--- src/rtl/trigger_chain_reader.sv ---
// Host-side reader for the daisy-chained trigger timers: clocks the chain, assembles
// 32-bit words LSB-first, hands them out over valid/ready, then re-arms the timers.
module trigger_chain_reader #(
  parameter int NUM_TIMERS   = 2,
  parameter int HALF_PERIOD  = 8,
  parameter int REARM_CYCLES = 4,
  parameter int IDX_W        = 1
) (
  input  logic             clk,
  input  logic             reset,
  input  logic             start,
  output logic             busy,
  output logic             done,
  output logic             tmr_data_clock,
  output logic             tmr_shiftin,
  input  logic             tmr_shiftout,
  output logic             tmr_reset_n,
  output logic [31:0]      word_data,
  output logic [IDX_W-1:0] word_index,
  output logic             word_valid,
  input  logic             word_ready
);

  localparam int PH_W = (HALF_PERIOD > 1) ? $clog2(HALF_PERIOD) : 1;
  localparam int RA_W = (REARM_CYCLES > 1) ? $clog2(REARM_CYCLES) : 1;

  typedef enum logic [2:0] {
    S_IDLE,
    S_LOW,
    S_HIGH,
    S_WORD_OUT,
    S_REARM
  } state_t;

  state_t            state;
  state_t            next_state;
  logic              sync_meta;
  logic              sync_data;
  logic [PH_W-1:0]   phase_cnt;
  logic [4:0]        bit_cnt;
  logic [IDX_W-1:0]  word_cnt;
  logic [RA_W-1:0]   rearm_cnt;
  logic [31:0]       sr;
  logic              done_q;
  logic              data_clock_q;
  logic              reset_n_q;

  logic phase_end;
  logic last_bit;
  logic last_word;
  logic rearm_end;

  assign phase_end = (phase_cnt == PH_W'(HALF_PERIOD - 1));
  assign last_bit  = (bit_cnt == 5'd31);
  assign last_word = (word_cnt == IDX_W'(NUM_TIMERS - 1));
  assign rearm_end = (rearm_cnt == RA_W'(REARM_CYCLES - 1));

  always_ff @(posedge clk or posedge reset) begin
    if (reset) begin
      state <= S_IDLE;
    end else begin
      state <= next_state;
    end
  end

  // A start arriving in the done cycle is dropped, so a new read can never overlap the pulse.
  always_comb begin
    next_state = state;
    case (state)
      S_IDLE: begin
        if (start && !done_q) begin
          next_state = S_LOW;
        end
      end
      S_LOW: begin
        if (phase_end) begin
          next_state = last_bit ? S_WORD_OUT : S_HIGH;
        end
      end
      S_HIGH: begin
        if (phase_end) begin
          next_state = S_LOW;
        end
      end
      S_WORD_OUT: begin
        if (word_ready) begin
          next_state = last_word ? S_REARM : S_HIGH;
        end
      end
      S_REARM: begin
        if (rearm_end) begin
          next_state = S_IDLE;
        end
      end
      default: next_state = S_IDLE;
    endcase
  end

  always_ff @(posedge clk or posedge reset) begin
    if (reset) begin
      sync_meta    <= 1'b0;
      sync_data    <= 1'b0;
      phase_cnt    <= '0;
      bit_cnt      <= '0;
      word_cnt     <= '0;
      rearm_cnt    <= '0;
      sr           <= '0;
      done_q       <= 1'b0;
      data_clock_q <= 1'b0;
      reset_n_q    <= 1'b0;
    end else begin
      sync_meta <= tmr_shiftout;
      sync_data <= sync_meta;

      if ((next_state != state) || ((state != S_LOW) && (state != S_HIGH))) begin
        phase_cnt <= '0;
      end else begin
        phase_cnt <= phase_cnt + PH_W'(1);
      end

      if (state == S_REARM) begin
        rearm_cnt <= rearm_cnt + RA_W'(1);
      end else begin
        rearm_cnt <= '0;
      end

      case (state)
        S_IDLE: begin
          if (start && !done_q) begin
            bit_cnt  <= '0;
            word_cnt <= '0;
            sr       <= '0;
          end
        end
        S_LOW: begin
          // Sample only at the very end of the low phase, long after the timers have settled.
          if (phase_end) begin
            sr      <= {sync_data, sr[31:1]};
            bit_cnt <= bit_cnt + 5'd1;
          end
        end
        S_WORD_OUT: begin
          if (word_ready) begin
            word_cnt <= word_cnt + IDX_W'(1);
          end
        end
        default: ;
      endcase

      done_q       <= (state == S_REARM) && rearm_end;
      data_clock_q <= (next_state == S_HIGH);
      reset_n_q    <= (next_state != S_REARM);
    end
  end

  always_comb begin
    busy           = (state != S_IDLE);
    done           = done_q;
    tmr_data_clock = data_clock_q;
    tmr_shiftin    = 1'b0;
    tmr_reset_n    = reset_n_q;
    word_data      = sr;
    word_index     = word_cnt;
    word_valid     = (state == S_WORD_OUT);
  end

endmodule

--- config.mk ---
export PLATFORM = sky130hd
export DESIGN_NAME = trigger_chain_reader
export DESIGN_NICKNAME = d
export VERILOG_FILES = /design/src/rtl/trigger_chain_reader.sv
export SDC_FILE = /design/constraint.sdc
export NUM_CORES = 1
export LEC_CHECK = 0
export CORE_ASPECT_RATIO = 0.9
export CORE_UTILIZATION = 40
export DETAILED_ROUTE_END_ITERATION = 7
export GPL_TIMING_DRIVEN = 0
export MAX_ROUTING_LAYER = met4
export PLACE_DENSITY = 0.71
export SLEW_MARGIN = 10
export SYNTH_ARGS = -nofsm -noshare
export SYNTH_HDL_FRONTEND = slang
export SYNTH_SLANG_ARGS = --single-unit
--- constraint.sdc ---
create_clock -name clk -period 1.8 [get_ports clk]
set_input_delay 0.36 -clock clk [delete_from_list [all_inputs] [get_ports clk]]
set_output_delay 0.36 -clock clk [all_outputs]
set_load 0.02 [all_outputs]
Fig. 1: register map, names as in the netlist
Bar = 20 um.
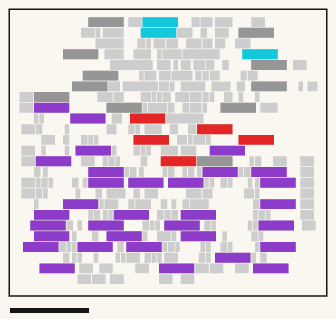
color	name in the netlist	sequential cells
purple	`word_data`	32
cyan	`state`	3
red	`bit_cnt`	5

Fig. 2: placed cells, one color a class
Bar = 20 um.
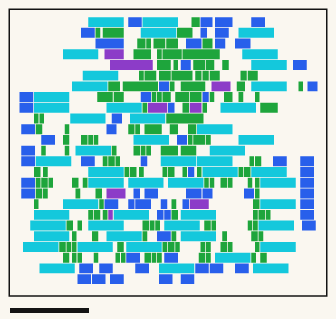
color	class	cells
cyan	flip-flops	51
purple	clock drivers and dummy loads	8
blue	other buffers and delay cells	66
green	all other logic	157

==> deck_impl_summary.md <==
Synthesis and Place & Route Summary

Run status
  – Status: finished with violations
  – Failing checks: negative setup slack

Floorplan
  – Num ports: ~44
  – Die Y: slightly above 70 um
  – Rows: 25
  – Core footprint: ~5300 um^2
  – Die width: approximately 80 um

Final timing
  – Setup Viol. Count Final: 3
  – Final Cycle Share: 1.01
  – Setup slack after layout: -0.0228 ns
  – Fmax: around 550 MHz
  – Max Clock Skew: 0.0170 ns
  – Slew Viols, Final: 0

Detailed routing
  – DR WL/cell: 13.3 um
  – DRC violations left: 0
  – DRT iter0 DRCs: roughly 74
  – ANT nets after route: 0
  – Total Routed Length: 4630 um

Synthesis
  – Seq share, synth: 0.579
  – Synth Cell Area: between 2000 and 2500 um^2
  – Compound Share, Synth: 0.125
  – Top-area cell share: 0.579
  – Yosys reg bits: a little over 50
  – Avg Cell Area, Syn: slightly below 10 um^2
  – Post-synthesis net count: between 200 and 250
  – Top comb family, area: simple AND/OR/NAND/NOR gates
  – Adder share: 0.0284
  – Ys cells: 224
  – Simple Share, Synth: 0.196

Hold path
  – HP Class: input port to async pin

GRT
  – Gr ovfl total: 0
  – Vias in the first global route: ~1500
  – Initial antenna violation count: 0
  – GRT Total Usage: 0.171

CTS
  – CTS tree: built
  – Clock tree buffer depth: 2
  – Total CTS buffers: 5
  – CTS Hold Bufs: 0
  – CTS H-tree lvls: 2
  – Clk Tree Root Cell: clkbuf_8

Critical path
  – Critical Path RT: ~2 ns
  – CP arrival: 2.06 ns

Pwr
  – Pwr Density: around 1700 nW/um^2
  – Power Total: between 0.005 and 0.006 W
  – P_leak: approximately 1.3 nW

Placed design
  – Placer Congestion: 0.780

Cells and area
  – Antenna Diode Count: 0
  – Post-layout instance area: 2960 um^2
-- state kept, by name, summed over array words and instances (netlist names), 2 cells and up --
register   count
bit_cnt        5
phase_cnt      3
rearm_cnt      2
state          3
word_data     32
-- power breakdown --
| group | internal [W] | leakage [nW] | switching (W) |
|---|---|---|---|
| Combinational | 0.00112 | 0.561 | 0.00134 |
| Sequential | 0.00152 | 0.687 | 0.000313 |
| Clock | 0.000420 | 0.0558 | 0.000380 |
| Total | 0.00305 | 1.30 | 0.00203 |
-- final cells by class --
type                            count  area (um^2)  area share
Multi-Input combinational cell    155          887       0.299
Clock inverter                      2         38.8      0.0131
Sequential cell                    51         1280       0.431
Buffer                             15          105      0.0355
Inverter                            2         7.51     0.00253
Clock buffer                        6         72.6      0.0245
Tap cell                           67         83.8      0.0283
Timing Repair Buffer               51          492       0.166
-- per-layer routing --
| metal | wire length [um] | vias up | global-route usage |
|---|---|---|---|
| met3 | 164 | 2 | 0.0453 |
| met1 | 2340 | 823 | 0.236 |
| met5 | 0 | - | - |
| met2 | 2100 | 31 | 0.250 |
| met4 | 19 | 0 | 0.0476 |
| li1 | - | 858 | - |
-- metrics by stage --
| step | cells | setup WS, ns |
|---|---|---|
| final | 349 | -0.0228 |
| after global routing | 349 | -0.101 |
| after CTS | 347 | -0.0509 |
| after detailed placement | 334 | -0.385 |
| after global placement | 333 | -0.781 |
| after floorplan | 224 | 0.00430 |
-- what timing repair did --
action                                  4_1_cts  5_1_grt
pin swaps                                     5        3
endpoints found under the hold margin         0        0
cloned                                        1        0
endpoints found under the setup margin       27       11
setup buffers                                 5        2
resized                                      19       11
-- synth_stat cells, types with 2 or more instances --
cell,number
nand2_1,75
or3b_2,2
a21oi_1,2
xor2_1,2
nor2_1,5
dfrtp_1,51
nand3_1,2
buf_6,2
ha_1,5
buf_2,12
inv_1,2
a21boi_1,2
a211o_1,2
o21ai_1,10
and3_1,4
o21ai_0,26
-- critical path, stage by stage, from the launching register on --
cell	delay, ns
dfrtp_1	0.40
ha_2	0.20
ha_4	0.18
buf_4	0.14
mux2i_2	0.15
a311oi_4	0.33
nand4_2	0.20
a21boi_1	0.16
-- path summary, 6_finish.rpt --
check	startpoint	to	slack, ns
worst min register to register	sync_meta$_DFF_PP0_	sync_data$_DFF_PP0_	0.37
worst max-delay path	phase_cnt[0]$_DFF_PP0_	phase_cnt[2]$_DFF_PP0_	-0.02
worst min-delay path	reset	word_data[26]$_DFFE_PP0P_	0.36
min in group clk	sync_meta$_DFF_PP0_	sync_data$_DFF_PP0_	0.37
worst max register to register	phase_cnt[0]$_DFF_PP0_	phase_cnt[2]$_DFF_PP0_	-0.02
max in group asynchronous	reset	bit_cnt[1]$_DFFE_PP0P_	0.94
-- kinds of logic (layout without fill, tap and decap cells) --
| logic type | count (synthesis) | in the layout |
|---|---|---|
| buf+inv | 18 | 76 |
| fa+ha+maj | 5 | 5 |
| simple gates | 98 | 98 |
| mux | 3 | 3 |
| xor+xnor | 2 | 2 |
| compound gates | 46 | 46 |
| other cells | 1 | 1 |
| flops | 51 | 51 |
Power and IR drop assume default switching activity.
